`config.mk`:
```
export PLATFORM = sky130hd
export DESIGN_NAME = l2_req_sched
export DESIGN_NICKNAME = d
export VERILOG_FILES = /design/src/rtl/l2_req_sched.sv
export SDC_FILE = /design/constraint.sdc
export NUM_CORES = 1
export LEC_CHECK = 0
export ABC_AREA = 1
export CORE_AREA = 2 2 104 106
export DETAILED_ROUTE_END_ITERATION = 10
export DIE_AREA = 0 0 106 108
export PLACE_DENSITY = 0.95
export SLEW_MARGIN = 20
export SYNTH_ARGS = -nofsm -noshare
export SYNTH_HDL_FRONTEND = slang
export SYNTH_SLANG_ARGS = --single-unit
```
`constraint.sdc`:
```
create_clock -name clk -period 4.8 [get_ports clk]
set_input_delay 0.48 -clock clk [delete_from_list [all_inputs] [get_ports clk]]
set_output_delay 0.48 -clock clk [all_outputs]
set_load 0.01 [all_outputs]
```
`src/rtl/l2_req_sched.sv`:
```
// Credit-based request scheduler: FIFO of merged stream requests issued to OpenCAPI while credits remain.
// Optional statistics counters built only when L2_REQ_SCHED_STATS_EN is defined.
module l2_req_sched #(
  parameter int nstrms       = 64,
  parameter int nstrms_width = $clog2(nstrms),
  parameter int DEPTH        = 16,
  parameter int CREDITS      = 32,
  parameter int CNT_W        = $clog2(CREDITS + 1)
) (
  input  logic                    clk,
  input  logic                    reset,
  input  logic                    i_req_v,
  output logic                    i_req_r,
  input  logic [nstrms_width-1:0] i_req_sid,
  output logic                    o_req_v,
  input  logic                    o_req_r,
  output logic [nstrms_width-1:0] o_req_sid,
  input  logic                    i_rsp_v,
  output logic                    i_rsp_r,
  input  logic [nstrms_width-1:0] i_rsp_sid,
  output logic                    o_rsp_v,
  input  logic                    o_rsp_r,
  output logic [nstrms_width-1:0] o_rsp_sid,
  output logic [CNT_W-1:0]        o_outstanding,
  output logic                    o_err,
  output logic [31:0]             o_stat_issued,
  output logic [31:0]             o_stat_stall
);

  // state   | meaning
  // HAVE    | o_outstanding < CREDITS, head of FIFO may issue
  // STARVED | o_outstanding == CREDITS, issue blocked until a response returns
  typedef enum logic {HAVE = 1'b0, STARVED = 1'b1} state_t;

  localparam int AW = $clog2(DEPTH);

  state_t                  state_q, state_d;
  logic [AW:0]             wptr_q, wptr_d;
  logic [AW:0]             rptr_q, rptr_d;
  logic [CNT_W-1:0]        out_q, out_d;
  logic                    err_q, err_d;
  logic [nstrms_width-1:0] mem_q [DEPTH];

  logic full, empty, push, pop, ret;

  assign full  = (wptr_q[AW] != rptr_q[AW]) && (wptr_q[AW-1:0] == rptr_q[AW-1:0]);
  assign empty = (wptr_q == rptr_q);

  // Ready looks only at the registered pointers, so a pop never makes a full FIFO ready this cycle.
  assign i_req_r   = !full;
  assign push      = i_req_v & !full;
  assign o_req_v   = !empty && (state_q == HAVE);
  assign o_req_sid = mem_q[rptr_q[AW-1:0]];
  assign pop       = o_req_v & o_req_r;

  assign o_rsp_v   = i_rsp_v;
  assign o_rsp_sid = i_rsp_sid;
  assign i_rsp_r   = o_rsp_r;
  assign ret       = i_rsp_v & o_rsp_r;

  assign o_outstanding = out_q;
  assign o_err         = err_q;

  always_comb begin
    state_d = state_q;
    wptr_d  = wptr_q;
    rptr_d  = rptr_q;
    out_d   = out_q;
    err_d   = err_q;

    if (push) wptr_d = wptr_q + {{AW{1'b0}}, 1'b1};
    if (pop)  rptr_d = rptr_q + {{AW{1'b0}}, 1'b1};

    if (ret && (out_q == '0)) err_d = 1'b1;

    if (pop && !ret) begin
      out_d = out_q + CNT_W'(1);
    end else if (ret && !pop && (out_q != '0)) begin
      out_d = out_q - CNT_W'(1);
    end

    case (state_q)
      HAVE:    if (pop && !ret && (out_q == CNT_W'(CREDITS - 1))) state_d = STARVED;
      STARVED: if (ret) state_d = HAVE;
      default: state_d = HAVE;
    endcase
  end

  always_ff @(posedge clk) begin
    if (!reset) begin
      state_q <= HAVE;
      wptr_q  <= '0;
      rptr_q  <= '0;
      out_q   <= '0;
      err_q   <= 1'b0;
    end else begin
      state_q <= state_d;
      wptr_q  <= wptr_d;
      rptr_q  <= rptr_d;
      out_q   <= out_d;
      err_q   <= err_d;
    end
  end

  // Storage is not reset; the pointer reset alone discards its contents.
  always_ff @(posedge clk) begin
    if (push) mem_q[wptr_q[AW-1:0]] <= i_req_sid;
  end

`ifdef L2_REQ_SCHED_STATS_EN
  logic [31:0] issued_q, stall_q;

  always_ff @(posedge clk) begin
    if (!reset) begin
      issued_q <= '0;
      stall_q  <= '0;
    end else begin
      if (pop && (issued_q != 32'hFFFF_FFFF)) issued_q <= issued_q + 32'd1;
      if (!empty && (state_q == STARVED) && (stall_q != 32'hFFFF_FFFF)) stall_q <= stall_q + 32'd1;
    end
  end

  assign o_stat_issued = issued_q;
  assign o_stat_stall  = stall_q;
`else
  assign o_stat_issued = '0;
  assign o_stat_stall  = '0;
`endif

endmodule

```
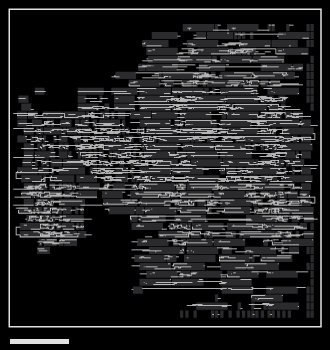
(images/m1.png)
The bar under the picture is 20 um long. Cells faint in the background.
wire length on this layer: 4190 um
share of all routed wire: 36%
nets with wire on the layer: 471

==> deck_impl_summary.md <==
Physical Implementation Snapshot

Status
  • Outcome: finished, final reports clean

Floorplan
  • Die W: 106 um
  • Die y size: 108 um
  • Chip area: 0.01145 sq mm

Placement
  • DP Area: 0.005767 sq mm

Yosys
  • Post-Syn Area per Cell: 11.04 sq um
  • Asr flop ratio synth: 0

Pwr
  • Switching Power: 789.7 uW
  • Sequential power share: 0.411
  • Clk network pwr share: 0.429

GRT
  • GRT overflow: 0
  • GR peak layer: met2
  • First-pass GRT wire length: 18.54 mm
  • Met3 GRT Util: 0.06631

Clocking
  • CTS Hold Bufs: 0
  • CTS tree: done

Route
  • Via density: 5.474
  • Top Metal Used: met4
  • Number of nets still failing antenna checks after routing: 0
  • Router iterations before antenna repair: 5

Critical path
  • CP max-delay cell: dfxtp_1
  • Family with the most delay on the worst path: buffers and inverters
  • CP Max Fanout: 25
  • Crit start category: flop

Timing
  • Slew @ Worst Pin: 1.011 ns
  • Final clock skew: 0.01191 ns
  • Slew HR: 0.3262

Final layout
  • Nets: 568
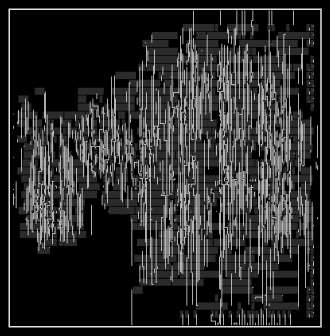
(images/m2.png)
Cells faint in the background.
longest straight run: 41.1 um
wire length on this layer: 5960 um
met2 Usage GRT: 0.3705
Post-Route WL: 11.80 mm
routed vias: 3766

cell families after synthesis:
| kind of cell | after synthesis | share of synthesized area |
|---|---|---|
| AOI/OAI and AO/OA | 97 | 0.09623 |
| xor gates and xnor gates | 6 | 0.009206 |
| adders and majority gates | 11 | 0.02543 |
| buffers and inverters | 141 | 0.1466 |
| DFF | 118 | 0.5822 |
| muxes | 24 | 0.04209 |
| other | 1 | 0.0006570 |
| and+or+nand+nor | 119 | 0.09754 |
worst paths after layout:
check                  from          endpoint  slack [ns]  depth (start not counted)
setup reg to reg  wptr_q[0]  o_outstanding[5]        2.21                         17
hold reg to reg       o_err             o_err        0.49                          2
hold / removal        o_err             o_err        0.49                          2
setup / recovery       flop      o_req_sid[2]        0.98                          5
stage by stage:
stage / worst slack [ns] / hold WS [ns] / power (mW) / utilization / instances
after floorplan: 2.670 / 0.4810 / 1.558 / - / 580
after global placement: 1.670 / 0.4665 / 1.638 / 0.5637 / 656
final: 0.9838 / 0.4950 / 2.909 / 0.6215 / 688
after CTS: 1.031 / 0.5009 / 2.915 / 0.6215 / 688
after detailed placement: 1.576 / 0.4852 / 1.663 / 0.5637 / 656
after global routing: 0.7567 / 0.5126 / 3.020 / 0.6215 / 688
power groups by stage:
stage / Combinational (mW) / Clock (mW) / Sequential, mW
after floorplan: 0.373 / 0 / 1.18
after global placement: 0.427 / 0 / 1.21
after detailed placement: 0.449 / 0 / 1.21
after CTS: 0.456 / 1.26 / 1.19
after global routing: 0.514 / 1.31 / 1.20
final: 0.464 / 1.25 / 1.20
area by class of cell:
cell class | count | share of cell area
Sequential cell | 118 | 0.5228
Clock buffer | 18 | 0.06572
Inverter | 52 | 0.03148
Timing Repair Buffer | 29 | 0.04526
Multi-Input combinational cell | 321 | 0.2806
Tap cell | 136 | 0.02676
Clock inverter | 14 | 0.02735
Power figures rest on the tool's default switching activity, not on a simulated workload.
